### Wires at chosen ports, followed through buffers

The bar under the picture is 20 um long.
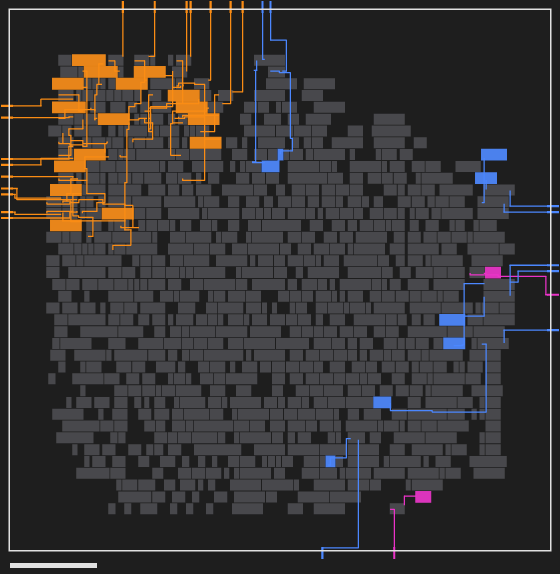
### Metal layers overlaid

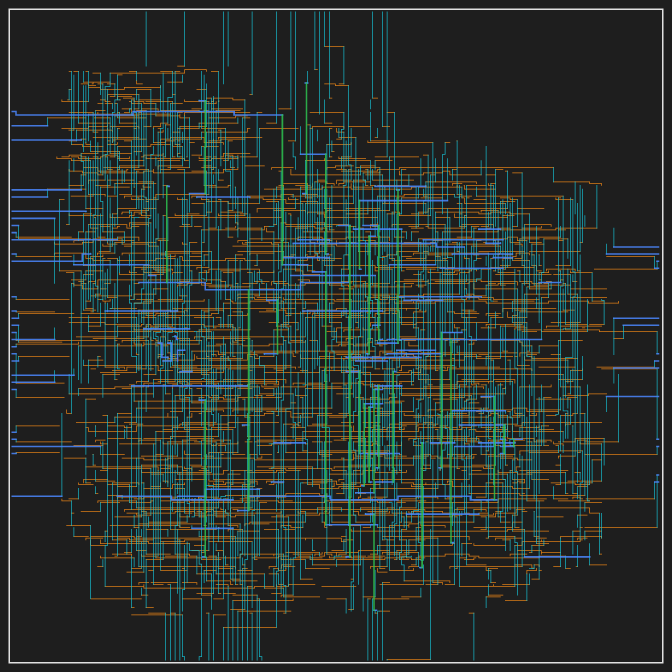
### Cell classes on the final placement

Fill, decap, tap and diode cells in grey.
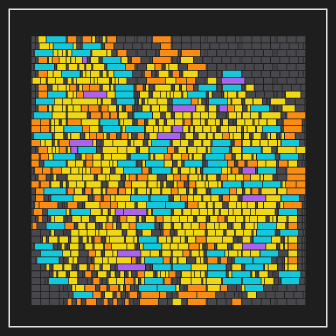
<file path="src/rtl/bypass_scoreboard.sv">
// bypass_scoreboard: N-lane pipeline tag tracker (DX/XM/MW) that decides issue
// acceptance at decode, generates one-hot operand and store-data bypass selects,
// and counts stall cycles with saturation.
module bypass_scoreboard #(
  parameter int LANES = 2,
  parameter int AW    = 5,
  parameter int CW    = 16
) (
  input  logic                     clock,
  input  logic                     reset,
  input  logic                     hold,
  input  logic                     flush,
  input  logic [LANES-1:0]         dec_valid,
  input  logic [LANES*AW-1:0]      dec_rs,
  input  logic [LANES*AW-1:0]      dec_rt,
  input  logic [LANES*AW-1:0]      dec_rd,
  input  logic [LANES-1:0]         dec_regwrite,
  input  logic [LANES-1:0]         dec_isload,
  input  logic [LANES-1:0]         dec_isstore,
  output logic [LANES-1:0]         dec_accept,
  output logic                     stall,
  output logic [LANES*2*LANES-1:0] fwd_a,
  output logic [LANES*2*LANES-1:0] fwd_b,
  output logic [LANES*LANES-1:0]   fwd_m,
  output logic [CW-1:0]            stall_cycles
);

  typedef struct packed {
    logic          valid;
    logic [AW-1:0] rs;
    logic [AW-1:0] rt;
    logic [AW-1:0] rd;
    logic          regwrite;
    logic          isload;
    logic          isstore;
  } slot_t;

  slot_t [LANES-1:0] dec_s;
  slot_t [LANES-1:0] dx_q, dx_d, xm_q, xm_d, mw_q, mw_d;
  logic  [CW-1:0]    stall_cycles_q, stall_cycles_d;
  logic  [LANES-1:0] blocked;
  logic              xm_load_hit;

  // r0 is hardwired zero, so a producer targeting it never counts as a write.
  function automatic logic written(input slot_t s);
    return s.valid && s.regwrite && (s.rd != '0);
  endfunction

  // Youngest producer wins: any XM beats any MW, higher lane beats lower lane.
  function automatic logic [2*LANES-1:0] pick_src(input logic [AW-1:0] src,
                                                  input slot_t [LANES-1:0] xm,
                                                  input slot_t [LANES-1:0] mw);
    logic [2*LANES-1:0] sel;
    logic               hit;
    sel = '0;
    hit = 1'b0;
    for (int k = LANES-1; k >= 0; k--) begin
      if (!hit && written(xm[k]) && (xm[k].rd == src)) begin
        sel[k] = 1'b1;
        hit    = 1'b1;
      end
    end
    for (int k = LANES-1; k >= 0; k--) begin
      if (!hit && written(mw[k]) && (mw[k].rd == src)) begin
        sel[LANES+k] = 1'b1;
        hit          = 1'b1;
      end
    end
    return sel;
  endfunction

  // Unpack the flat decode buses into per-lane slots.
  always_comb begin
    dec_s = '0;
    for (int l = 0; l < LANES; l++) begin
      dec_s[l].valid    = dec_valid[l];
      dec_s[l].rs       = dec_rs[l*AW +: AW];
      dec_s[l].rt       = dec_rt[l*AW +: AW];
      dec_s[l].rd       = dec_rd[l*AW +: AW];
      dec_s[l].regwrite = dec_regwrite[l];
      dec_s[l].isload   = dec_isload[l];
      dec_s[l].isstore  = dec_isstore[l];
    end
  end

  // Load-use and intra-bundle interlock; acceptance is a prefix from lane 0.
  always_comb begin
    logic ok;
    blocked    = '0;
    dec_accept = '0;
    ok         = !hold && !flush;
    for (int l = 0; l < LANES; l++) begin
      for (int j = 0; j < LANES; j++) begin
        if (written(dx_q[j]) && dx_q[j].isload &&
            ((dec_s[l].rs == dx_q[j].rd) || (dec_s[l].rt == dx_q[j].rd)))
          blocked[l] = 1'b1;
        if ((j < l) && written(dec_s[j]) &&
            ((dec_s[l].rs == dec_s[j].rd) || (dec_s[l].rt == dec_s[j].rd)))
          blocked[l] = 1'b1;
      end
      ok            = ok && dec_s[l].valid && !blocked[l];
      dec_accept[l] = ok;
    end
    stall = !hold && !flush && ((dec_valid & ~dec_accept) != '0);
  end

  // Operand bypass selects for DX and store-data selects for XM stores.
  always_comb begin
    fwd_a       = '0;
    fwd_b       = '0;
    fwd_m       = '0;
    xm_load_hit = 1'b0;
    for (int l = 0; l < LANES; l++) begin
      if (dx_q[l].valid) begin
        fwd_a[l*2*LANES +: 2*LANES] = pick_src(dx_q[l].rs, xm_q, mw_q);
        fwd_b[l*2*LANES +: 2*LANES] = pick_src(dx_q[l].rt, xm_q, mw_q);
        for (int k = 0; k < LANES; k++) begin
          if (written(xm_q[k]) && xm_q[k].isload &&
              ((xm_q[k].rd == dx_q[l].rs) || (xm_q[k].rd == dx_q[l].rt)))
            xm_load_hit = 1'b1;
        end
      end
      if (xm_q[l].valid && xm_q[l].isstore) begin
        for (int k = 0; k < LANES; k++) begin
          if (written(mw_q[k]) && mw_q[k].isload && (mw_q[k].rd == xm_q[l].rt)) begin
            fwd_m[l*LANES +: LANES] = '0;
            fwd_m[l*LANES + k]      = 1'b1;
          end
        end
      end
    end
  end

  // Pipeline advance, flush bubbles and saturating stall count.
  always_comb begin
    dx_d           = dx_q;
    xm_d           = xm_q;
    mw_d           = mw_q;
    stall_cycles_d = stall_cycles_q;
    if (!hold) begin
      mw_d = xm_q;
      xm_d = dx_q;
      dx_d = dec_s;
      for (int l = 0; l < LANES; l++) begin
        dx_d[l].valid = dec_accept[l];
        if (flush) xm_d[l].valid = 1'b0;
      end
      if (stall && (stall_cycles_q != '1)) stall_cycles_d = stall_cycles_q + CW'(1);
    end
  end

  // State registers; reset overrides hold and flush.
  always_ff @(posedge clock) begin
    if (reset) begin
      dx_q           <= '0;
      xm_q           <= '0;
      mw_q           <= '0;
      stall_cycles_q <= '0;
    end else begin
      dx_q           <= dx_d;
      xm_q           <= xm_d;
      mw_q           <= mw_d;
      stall_cycles_q <= stall_cycles_d;
    end
  end

  // The load-use interlock must keep any DX source from ever needing an XM load.
  always_ff @(posedge clock) begin
    if (!reset) assert (!xm_load_hit);
  end

  assign stall_cycles = stall_cycles_q;

endmodule

</file>
<file path="config.mk">
export PLATFORM = sky130hd
export DESIGN_NAME = bypass_scoreboard
export DESIGN_NICKNAME = d
export VERILOG_FILES = /design/src/rtl/bypass_scoreboard.sv
export SDC_FILE = /design/constraint.sdc
export NUM_CORES = 1
export LEC_CHECK = 0
export CAP_MARGIN = 20
export CORE_MARGIN = 8
export CORE_UTILIZATION = 50
export CTS_CLUSTER_SIZE = 16
export DETAILED_ROUTE_END_ITERATION = 8
export PLACE_DENSITY = 0.77
export SYNTH_ARGS = -nofsm -noshare
export SYNTH_HDL_FRONTEND = slang
export SYNTH_SLANG_ARGS = --single-unit
</file>
<file path="constraint.sdc">
create_clock -name clock -period 2.4 [get_ports clock]
set_input_delay 0.48 -clock clock [delete_from_list [all_inputs] [get_ports clock]]
set_output_delay 0.48 -clock clock [all_outputs]
set_load 0.05 [all_outputs]
</file>
==> flow_summary.ini <==
; generated from flow reports
[drt]
dr.pass1.iters = 5
met1_length_um = 7525
wl_met3_um = 933
dr_wl_met2_um = 9014

[cts]
holdBufCountCts = 0
cts_setup_buffers = 8

[global_routing]
busiest_layer = met2
met1_usage = 0.2573
grt_pass1_wl_um = 28590
antenna_found_initial = 0

[critical_path]
startpoint_type = flip-flop
worstSetupEndpointType = primary output
crit_chain = or4_1 > o211ai_1 > buf_4 > buf_6 > nor4_2 > nand3_2 > nand3_4 > nor3_4 > buf_12
critPathTopFamily = simple AND/OR/NAND/NOR gates
worst-path-buf-inv = 3
cpMaxStageDelayCell = or4_1
max_stage_delay_ns = 0.53

[final_timing]
finalSetupViolations = 27
setup_ws_ns = -0.4662
max-slew-margin-rel = 0.5961
worstMarginPinSlew_ns = 0.6058
fin_skew_ns = 0.006470
rsz0062_at_grt = true
whs_ns = 0.4299

[finish]
layout-drive-gt1-share = 0.2923
instances_no_fill = 947
comb_area_um2 = 4033
fin_area_um2 = 8260
final_layout_top_logic_cells = nor2_1 (96), xnor2_1 (87), dfxtp_1 (81)
flop-count = 98
nNetsFinal = 842
sh_comb_area = 0.4882
bufAreaShareNonClock = 0.2049

[outcome]
run_status = complete, but fails checks
failed_checks = negative setup slack

[place]
placed_area_um2 = 7476
gp_congestion = 0.9032
place_inst = 918
port-buffer-count = 80

[synthesis]
ys_area_um2 = 5879
syn_avg_cell_area_um2 = 8.571
floorplan.nets = 729
netlist_area_um2 = 5879
aoi_share = 0.06044
ys_ff = 98
ys_sh_adder = 0.002128
top_logic_kind = XOR/XNOR gates
ys_cells = 686

[floorplanning]
num_rows = 39
die_area_um2 = 15480

[run]
warning_count = 29

[power_and_ir_drop]
cellLeakagePower_nw = 3.492
clockPowerShare = 0.379
finalPower_w = 0.003978
swShare = 0.2745
-- 'Wires at chosen ports, followed through buffers' (at the start) --
Blue is `fwd_b`, bits 8, direction output, edge 5 right, 2 top, 1 bottom, end cells 8, buffers 8, wire 275 um. Orange is `stall_cycles`, bits 16, direction output, edge 9 left, 7 top, end cells 16, buffers 16, wire 687 um. Magenta is `dec_isstore`, bits 2, direction input, edge 1 right, 1 bottom, end cells 2, buffers 2, wire 37.8 um.

-- 'Metal layers overlaid' (at the start) --
Blue is M3, wire length 934 um. Green is M4, wire length 620 um. Orange is M1, wire length 7530 um. Cyan is M2, wire length 9010 um.
Overall Global Routing Usage: 0.2226
drt wl/cell: 19.11 um
Post-Route WL: 18090 um
vias: 5378

-- 'Cell classes on the final placement' (at the start) --
Purple is clock drivers and dummy loads, cells 16, share of their area 3.8%. Yellow is remaining logic cells, cells 517, share of their area 50%. Orange is remaining buffers and delay cells, cells 173, share of their area 21%. Cyan is registers, cells 98, share of their area 25%.

==> power groups by stage <==
stage	Clock (W)	Combinational (W)	Sequential (W)
3_3_place_gp	0	0.000616	0.00181
5_1_grt	0.00159	0.000740	0.00179
4_1_cts	0.00152	0.000644	0.00178
3_5_place_dp	0	0.000636	0.00181
2_1_floorplan	0	0.000463	0.00174
6_report	0.00151	0.000691	0.00178
==> synth_stat cells (2+ instances only) <==
cell type  count  area [um2]
a211oi_1       3       22.52
dfxtp_1       98        1962
nor4_1         7       43.79
xnor2_1       99       867.1
mux2i_1       79       790.8
or3_1          4       25.02
a21oi_1       14       70.07
buf_2          7       35.03
a21o_2         4       35.03
nand3_1       33       165.2
or4_1          2       15.01
o22ai_1        5       31.28
a21o_1         3       22.52
mux2_1         2       22.52
clkbuf_1      46       172.7
buf_6          4       45.04
nand2_1       21       78.83
o311a_1        4       40.04
and3_1         5       31.28
buf_1         13       48.80
nor2_1       104       390.4
nand4_1       16       100.1
nor2b_1        6       37.54
inv_1         12       45.04
xor2_1        55       481.7
nor3_1        24       120.1
==> path summary, 6_finish.rpt <==
| check | startpoint | endpoint | slack, ns | depth (start not counted) |
|---|---|---|---|---|
| setup reg to reg | dx_q[3]$_SDFFE_PP0N_ | stall_cycles[7]$_SDFFE_PP0P_ | -0.08 | 12 |
| hold / removal | dec_rd[2] | dx_q[5]$_SDFFE_PP0N_ | 0.43 | 3 |
| setup / recovery | xm_q[25]$_SDFFE_PP0N_ | fwd_b[6] | -0.47 | 9 |
| hold reg to reg | stall_cycles[6]$_SDFFE_PP0P_ | stall_cycles[7]$_SDFFE_PP0P_ | 0.49 | 2 |
==> registers in the layout (all words and copies together), names as in the netlist <==
| register | count |
|---|---|
| mw_q | 16 |
| xm_q | 28 |
| stall_cycles | 16 |
| dx_q | 38 |
Power is estimated from default activity; no workload was simulated.
